### Gate-type map

Scale: 3 px per µm.
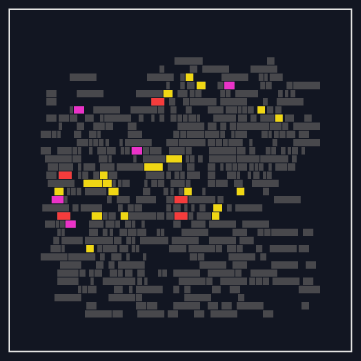
### Signal wires by layer

Scale: 3 px per µm.
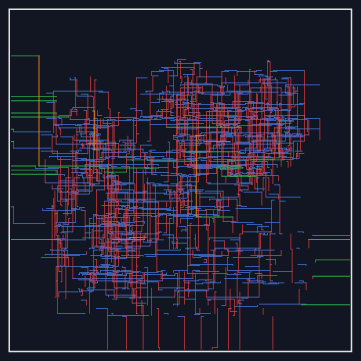
### Sequential cells colored by netlist name

Scale: 2 px per µm. Other sequential cells in the stronger gray, the rest of the logic in the fainter gray.
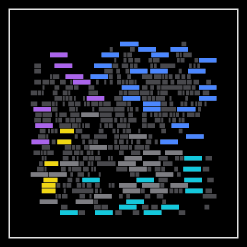
### Wires at chosen ports, followed through buffers

Scale: 4 px per µm.
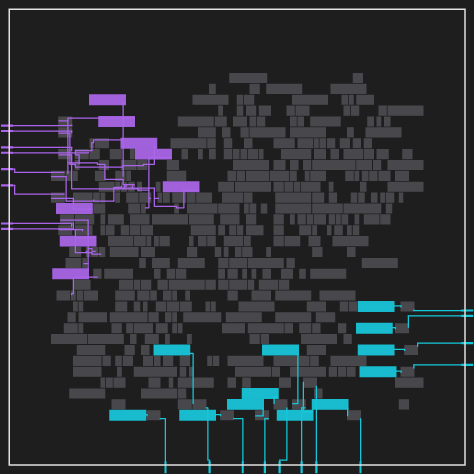
## src/rtl/music_sequencer_pkg.sv

```systemverilog
// Shared types and constants for the score sequencer: FSM states, score-word
// layout, note-code nibble positions and the note-code legality check.
package music_sequencer_pkg;

    localparam logic [2:0] S_IDLE  = 3'd0;
    localparam logic [2:0] S_FETCH = 3'd1;
    localparam logic [2:0] S_LOAD  = 3'd2;
    localparam logic [2:0] S_PLAY  = 3'd3;
    localparam logic [2:0] S_PAUSE = 3'd4;
    localparam logic [2:0] S_DONE  = 3'd5;

    typedef enum logic [2:0] {
        ST_IDLE  = S_IDLE,
        ST_FETCH = S_FETCH,
        ST_LOAD  = S_LOAD,
        ST_PLAY  = S_PLAY,
        ST_PAUSE = S_PAUSE,
        ST_DONE  = S_DONE
    } state_e;

    localparam int WORD_W   = 16;
    localparam int DUR_MSB  = 15;
    localparam int DUR_LSB  = 12;
    localparam int NOTE_MSB = 11;
    localparam int NOTE_LSB = 0;

    localparam logic [11:0] NOTE_REST = 12'h000;
    localparam int NIB_LOW  = 0;
    localparam int NIB_MID  = 1;
    localparam int NIB_HIGH = 2;

    // Short ascending phrase, word 0 in the least significant 16 bits.
    localparam logic [127:0] DEFAULT_SCORE = {
        16'h0000, 16'h4010, 16'h2000, 16'h2005,
        16'h1004, 16'h1003, 16'h1002, 16'h1001
    };

    // Legal codes: rest, or exactly one octave nibble holding a note 1..7.
    function automatic logic note_legal(input logic [11:0] code);
        int nz_cnt;
        logic ok;
        nz_cnt = 0;
        ok     = 1'b1;
        for (int i = NIB_LOW; i <= NIB_HIGH; i++) begin
            if (code[4*i+3]) ok = 1'b0;
            if (code[4*i +: 4] != 4'd0) nz_cnt++;
        end
        if (nz_cnt > 1) ok = 1'b0;
        return ok;
    endfunction

endpackage

```

## src/rtl/music_sequencer_score_rom.sv

```systemverilog
// Synchronous-read score ROM; contents come from the packed SCORE image,
// word n occupying bits [16n+15:16n].
module score_rom
    import music_sequencer_pkg::*;
#(
    parameter int AW = 8,
    parameter logic [WORD_W*(2**AW)-1:0] SCORE = '0
) (
    input  logic              clk_5m,
    input  logic [AW-1:0]     addr,
    output logic [WORD_W-1:0] data
);

    localparam int DEPTH = 2**AW;

    logic [WORD_W-1:0] mem [DEPTH];

    generate
        for (genvar gi = 0; gi < DEPTH; gi++) begin : g_word
            assign mem[gi] = SCORE[gi*WORD_W +: WORD_W];
        end
    endgenerate

    always_ff @(posedge clk_5m) begin
        data <= mem[addr];
    end

endmodule

```

## src/rtl/music_sequencer.sv

```systemverilog
// Score sequencer: walks (duration, note) words from the score ROM and holds
// each note code on din for its duration in beats, with play/pause/stop control.
module music_sequencer
    import music_sequencer_pkg::*;
#(
    parameter int BEAT_DIV = 1250000,
    parameter int AW       = 8,
    parameter int LOOP     = 1,
    parameter logic [WORD_W*(2**AW)-1:0] SCORE = (WORD_W*(2**AW))'(DEFAULT_SCORE)
) (
    input  logic          clk_5m,
    input  logic          rst_n,
    input  logic          play,
    input  logic          pause,
    input  logic          stop,
    output logic [11:0]   din,
    output logic          busy,
    output logic [AW-1:0] addr,
    output logic          err
);

    localparam int DIV_W = $clog2(BEAT_DIV);
    localparam logic [DIV_W-1:0] DIV_LAST = DIV_W'(BEAT_DIV - 1);

    state_e            state_reg, state_next;
    logic [AW-1:0]     addr_reg, addr_next;
    logic [11:0]       note_reg, note_next;
    logic [11:0]       din_reg, din_next;
    logic [3:0]        beats_reg, beats_next;
    logic [DIV_W-1:0]  div_reg, div_next;
    logic              err_reg, err_next;
    logic              busy_reg, busy_next;

    logic [WORD_W-1:0] rom_data;
    logic [3:0]        dur;
    logic [11:0]       code;
    logic              beat_tick;
    logic              note_end;

    score_rom #(
        .AW    (AW),
        .SCORE (SCORE)
    ) u_rom (
        .clk_5m (clk_5m),
        .addr   (addr_reg),
        .data   (rom_data)
    );

    assign dur       = rom_data[DUR_MSB:DUR_LSB];
    assign code      = rom_data[NOTE_MSB:NOTE_LSB];
    assign beat_tick = (div_reg == DIV_LAST);
    assign note_end  = beat_tick && (beats_reg <= 4'd1);

    always_comb begin
        state_next = state_reg;
        addr_next  = addr_reg;
        note_next  = note_reg;
        beats_next = beats_reg;
        div_next   = div_reg;
        err_next   = err_reg;

        if (stop) begin
            state_next = ST_IDLE;
            addr_next  = '0;
            note_next  = NOTE_REST;
            beats_next = '0;
            div_next   = '0;
            err_next   = 1'b0;
        end else begin
            case (state_reg)
                ST_IDLE: begin
                    if (play) state_next = ST_FETCH;
                end
                ST_FETCH: begin
                    state_next = ST_LOAD;
                end
                ST_LOAD: begin
                    if (dur == 4'd0) begin
                        if (LOOP != 0) begin
                            addr_next  = '0;
                            state_next = ST_FETCH;
                        end else begin
                            note_next  = NOTE_REST;
                            state_next = ST_DONE;
                        end
                    end else begin
                        note_next  = note_legal(code) ? code : NOTE_REST;
                        err_next   = err_reg | ~note_legal(code);
                        beats_next = dur;
                        div_next   = '0;
                        state_next = ST_PLAY;
                    end
                end
                ST_PLAY: begin
                    // The cycle in which pause is sampled still counts, so every
                    // PLAY cycle contributes to the note length.
                    if (beat_tick) begin
                        div_next = '0;
                        if (note_end) begin
                            addr_next  = addr_reg + AW'(1);
                            state_next = ST_FETCH;
                        end else begin
                            beats_next = beats_reg - 4'd1;
                        end
                    end else begin
                        div_next = div_reg + DIV_W'(1);
                    end
                    // A pause landing on the note's last cycle falls into FETCH and is dropped.
                    if (pause && !note_end) state_next = ST_PAUSE;
                end
                ST_PAUSE: begin
                    if (play) state_next = ST_PLAY;
                end
                ST_DONE: begin
                    if (play) begin
                        addr_next  = '0;
                        state_next = ST_FETCH;
                    end
                end
                default: begin
                    state_next = ST_IDLE;
                end
            endcase
        end

        busy_next = (state_next == ST_FETCH) || (state_next == ST_LOAD) ||
                    (state_next == ST_PLAY)  || (state_next == ST_PAUSE);
        din_next  = ((state_next == ST_FETCH) || (state_next == ST_LOAD) ||
                     (state_next == ST_PLAY)) ? note_next : NOTE_REST;
    end

    always_ff @(posedge clk_5m or negedge rst_n) begin
        if (!rst_n) begin
            state_reg <= ST_IDLE;
            addr_reg  <= '0;
            note_reg  <= NOTE_REST;
            din_reg   <= NOTE_REST;
            beats_reg <= '0;
            div_reg   <= '0;
            err_reg   <= 1'b0;
            busy_reg  <= 1'b0;
        end else begin
            state_reg <= state_next;
            addr_reg  <= addr_next;
            note_reg  <= note_next;
            din_reg   <= din_next;
            beats_reg <= beats_next;
            div_reg   <= div_next;
            err_reg   <= err_next;
            busy_reg  <= busy_next;
        end
    end

    assign din  = din_reg;
    assign busy = busy_reg;
    assign addr = addr_reg;
    assign err  = err_reg;

endmodule

```

## config.mk

```make
export PLATFORM = sky130hd
export DESIGN_NAME = music_sequencer
export DESIGN_NICKNAME = d
export VERILOG_FILES = /design/src/rtl/music_sequencer_pkg.sv /design/src/rtl/music_sequencer_score_rom.sv /design/src/rtl/music_sequencer.sv
export SDC_FILE = /design/constraint.sdc
export NUM_CORES = 1
export LEC_CHECK = 0
export CAP_MARGIN = 20
export CORE_MARGIN = 10
export CORE_UTILIZATION = 38
export DETAILED_ROUTE_END_ITERATION = 8
export GPL_TIMING_DRIVEN = 0
export PLACE_DENSITY_LB_ADDON = 0.2
export SLEW_MARGIN = 20
export SYNTH_ARGS = -nofsm -noshare
export SYNTH_HDL_FRONTEND = slang
export SYNTH_SLANG_ARGS = --single-unit
export TNS_END_PERCENT = 50
```

## constraint.sdc

```tcl
create_clock -name clk_5m -period 2.1 [get_ports clk_5m]
set_input_delay 0.63 -clock clk_5m [delete_from_list [all_inputs] [get_ports clk_5m]]
set_output_delay 0.63 -clock clk_5m [all_outputs]
set_load 0.01 [all_outputs]
```

==> flow_results.xml <==
<?xml version="1.0" encoding="UTF-8"?>
<metrics>
  <group name="outcome">
    <metric name="outcome" unit="">finished, violations left</metric>
    <metric name="violations" unit="">negative setup slack</metric>
  </group>
  <group name="final_layout">
    <metric name="flops" unit="">68</metric>
    <metric name="fin_nets" unit="">408</metric>
    <metric name="top_cell_excl_fill_tap" unit="">dfrtp_1</metric>
    <metric name="clkbuf_count" unit="">10</metric>
    <metric name="seq_area_share" unit="%">38.2</metric>
    <metric name="seqCellArea" unit="µm²">1680</metric>
    <metric name="stdcell_area" unit="µm²">4390</metric>
    <metric name="comb.multi_input.count" unit="">246</metric>
    <metric name="largestClassByArea" unit="">multi-input combinational cells</metric>
    <metric name="area_share_clock_buf_inv" unit="%">5.30</metric>
    <metric name="largest_register_ffs" unit="">21</metric>
    <metric name="final_core_util" unit="%">50.8</metric>
    <metric name="combinational_share_of_cell_area" unit="%">39.5</metric>
    <metric name="proportion_of_layout_cells_with_a_drive_suffix_above_1" unit="%">22.3</metric>
    <metric name="comb_area" unit="µm²">1740</metric>
    <metric name="nonClkBufAreaFrac" unit="%">12.7</metric>
    <metric name="n_antenna_cell" unit="">0</metric>
    <metric name="instances_no_fill" unit="">511</metric>
    <metric name="area.growth.synth_to_final" unit="%">31.9</metric>
    <metric name="fill_cells" unit="">794</metric>
    <metric name="buffers" unit="">59</metric>
  </group>
  <group name="power">
    <metric name="pwr-share-seq" unit="%">45.4</metric>
    <metric name="peakVddDrop" unit="mV">0.347</metric>
    <metric name="p_clk" unit="mW">1.25</metric>
    <metric name="power_leakage" unit="nW">1.87</metric>
    <metric name="power_combinational" unit="µW">381</metric>
    <metric name="power.internal" unit="mW">2.20</metric>
    <metric name="total_power" unit="mW">2.99</metric>
    <metric name="power.clock.fraction" unit="%">41.9</metric>
    <metric name="switchingPower" unit="µW">795</metric>
    <metric name="power.density" unit="nW/µm²">682</metric>
    <metric name="sw_frac_of_total" unit="%">26.6</metric>
  </group>
  <group name="synthesis">
    <metric name="synth.yosys.chip_area" unit="µm²">3330</metric>
    <metric name="ys_sh_mux" unit="%">1.54</metric>
    <metric name="xor_share" unit="%">0</metric>
    <metric name="floorplan.nets" unit="">350</metric>
    <metric name="yosys-stat-cells" unit="">340</metric>
    <metric name="ys_seq_share" unit="%">50.3</metric>
    <metric name="yosys.area_share.aoi" unit="%">18.7</metric>
    <metric name="edf_count" unit="">0</metric>
    <metric name="adders_majority_by_area" unit="%">1.88</metric>
    <metric name="post_synth_arst_share" unit="%">91.2</metric>
    <metric name="synthTopCellsByCount" unit="">dfrtp_1 (62), a21oi_1 (28), nor2_1 (27), and2_1 (22), o21ai_0 (19)</metric>
    <metric name="synth-simple-area-share" unit="%">24.0</metric>
    <metric name="synth.cell_area" unit="µm²">3330</metric>
    <metric name="synthTopCellsByArea" unit="">dfrtp_1 (47%), a21oi_1 (4.2%), and2_1 (4.1%), dfxtp_1 (3.6%), nor2_1 (3.0%)</metric>
    <metric name="post-synth-top-count-cell" unit="">dfrtp_1</metric>
    <metric name="yosys-dominant-comb-family" unit="">simple AND/OR/NAND/NOR gates</metric>
    <metric name="netlist.top_cell.by_area" unit="">dfrtp_1</metric>
    <metric name="synth_top_flop_cell" unit="">dfrtp_1</metric>
    <metric name="yosysUniqueCellTypes" unit="">57</metric>
    <metric name="synthCells" unit="">340</metric>
    <metric name="synth.top_cell.area_share" unit="%">46.7</metric>
    <metric name="ys.flops" unit="">68</metric>
  </group>
  <group name="global_routing">
    <metric name="gr-usage-met2" unit="%">19.0</metric>
    <metric name="global_route.overflow_total" unit="">0</metric>
    <metric name="antenna_found_initial" unit="">0</metric>
    <metric name="grt_start_max_net_pins" unit="">38</metric>
    <metric name="vias_in_the_first_global_route" unit="">2658</metric>
    <metric name="grt_pass1_wl" unit="µm">13300</metric>
  </group>
  <group name="placement">
    <metric name="numPlacedInstances" unit="">474</metric>
    <metric name="place.detailed.hpwl" unit="µm">5310</metric>
    <metric name="placed_cell_area" unit="µm²">3750</metric>
    <metric name="gp_congestion" unit="">0.825</metric>
  </group>
  <group name="die">
    <metric name="floorplan.core_util" unit="%">38.5</metric>
    <metric name="tap-cell-count" unit="">108</metric>
    <metric name="design.core.area" unit="µm²">8640</metric>
    <metric name="die-area" unit="µm²">12900</metric>
    <metric name="die.size.y" unit="µm">114</metric>
    <metric name="die.size.x" unit="µm">114</metric>
    <metric name="placement_rows" unit="">34</metric>
  </group>
  <group name="drt">
    <metric name="drc" unit="">0</metric>
    <metric name="viasPerCell" unit="">5.50</metric>
    <metric name="drt-initial-drc-count" unit="">120</metric>
    <metric name="detail_route.wirelength.met1" unit="µm">3840</metric>
    <metric name="final_routed_wirelength" unit="µm">8160</metric>
    <metric name="highest_layer" unit="">met4</metric>
    <metric name="routed-wl-met3" unit="µm">420</metric>
    <metric name="drt_first_pass_iters" unit="">4</metric>
    <metric name="met2RoutedLength" unit="µm">3810</metric>
  </group>
  <group name="critical_path">
    <metric name="reg2reg_from" unit="">div_reg[5]</metric>
    <metric name="arrival" unit="ps">2480</metric>
    <metric name="crit_type" unit="">reg2reg</metric>
    <metric name="critical-path-top-delay-family" unit="">simple AND/OR/NAND/NOR gates</metric>
    <metric name="start_kind" unit="">register</metric>
    <metric name="worstPathMaxFanout" unit="">6</metric>
    <metric name="crit_required" unit="ps">2330</metric>
    <metric name="crit_path_cell_trace" unit="">or4bb_4 -&gt; nor4_4 -&gt; buf_6 -&gt; a31oi_4 -&gt; or4_4 -&gt; mux2i_1</metric>
    <metric name="crit_path_top_delay_cell" unit="">or4bb_4</metric>
    <metric name="crit_end" unit="">addr[6]</metric>
    <metric name="critPathLaunch" unit="">div_reg[5]</metric>
    <metric name="max_stage_delay" unit="ps">550</metric>
    <metric name="cp_num_cells" unit="">6</metric>
    <metric name="r2r_end" unit="">addr[6]</metric>
    <metric name="critical_path.endpoint_type" unit="">register</metric>
  </group>
  <group name="clocking">
    <metric name="clock_tree.buffer_depth" unit="">2</metric>
    <metric name="cts.reportedPaths.clkPinSlew" unit="ps">80</metric>
    <metric name="clk-insertion-delay-late" unit="ps">350</metric>
    <metric name="postCtsHoldBufs" unit="">0</metric>
    <metric name="numCtsBuffers" unit="">9</metric>
    <metric name="htreeDepth" unit="">3</metric>
    <metric name="cts-resized-gates" unit="">21</metric>
    <metric name="cts.repair_timing.setup_buffer_count" unit="">10</metric>
    <metric name="clock_tree.root_cell" unit="">clkbuf_8</metric>
    <metric name="cts.sinks" unit="">68</metric>
  </group>
  <group name="timing">
    <metric name="worst_slack" unit="ps">-152</metric>
    <metric name="max_slew.worst_pin.slew" unit="ps">544</metric>
    <metric name="setup-tns-final" unit="ps">-2500</metric>
    <metric name="timing.final.crit_period" unit="ps">2250</metric>
    <metric name="period_used_share" unit="%">107</metric>
    <metric name="fmaxAchievable" unit="MHz">444</metric>
    <metric name="finalSetupViolations" unit="">35</metric>
    <metric name="drv_slew" unit="">0</metric>
    <metric name="max_slew_margin" unit="%">63.4</metric>
    <metric name="whs" unit="ps">197</metric>
    <metric name="final.setup_skew" unit="ps">23.5</metric>
  </group>
  <group name="flow_run">
    <metric name="max_cap_viol_count" unit="">0</metric>
    <metric name="stage_log_warnings" unit="">31</metric>
  </group>
</metrics>
About 'Gate-type map':
Key: non-inverting ao/oa cells = yellow [cells 19, most used o21a_1]; fa/ha/maj cells = red [cells 5, most used ha_1]; mux cells = magenta [cells 5, most used mux2i_1]

About 'Signal wires by layer':
Key: metal 3 = green [wire length 420 µm]; metal 4 = orange [wire length 89.1 µm]; metal 1 = blue [wire length 3840 µm]; metal 2 = red [wire length 3810 µm]
global-route total usage across every layer: 12.4%
average wire per cell in the routed design: 16.0 µm

About 'Sequential cells colored by netlist name':
Key: addr = purple [flops 8]; div_reg = blue [flops 21]; u_rom.data = yellow [flops 6]; din = cyan [flops 12]

About 'Wires at chosen ports, followed through buffers':
Key: din = cyan [bits 12, direction output, edge 8 bottom, 4 right, end cells 12, wire 224 µm]; addr = purple [bits 8, direction output, edge left, end cells 8, wire 442 µm]
I/O pin cnt: 27
number of port buffers: 25

Power is estimated from default activity; no workload was simulated.
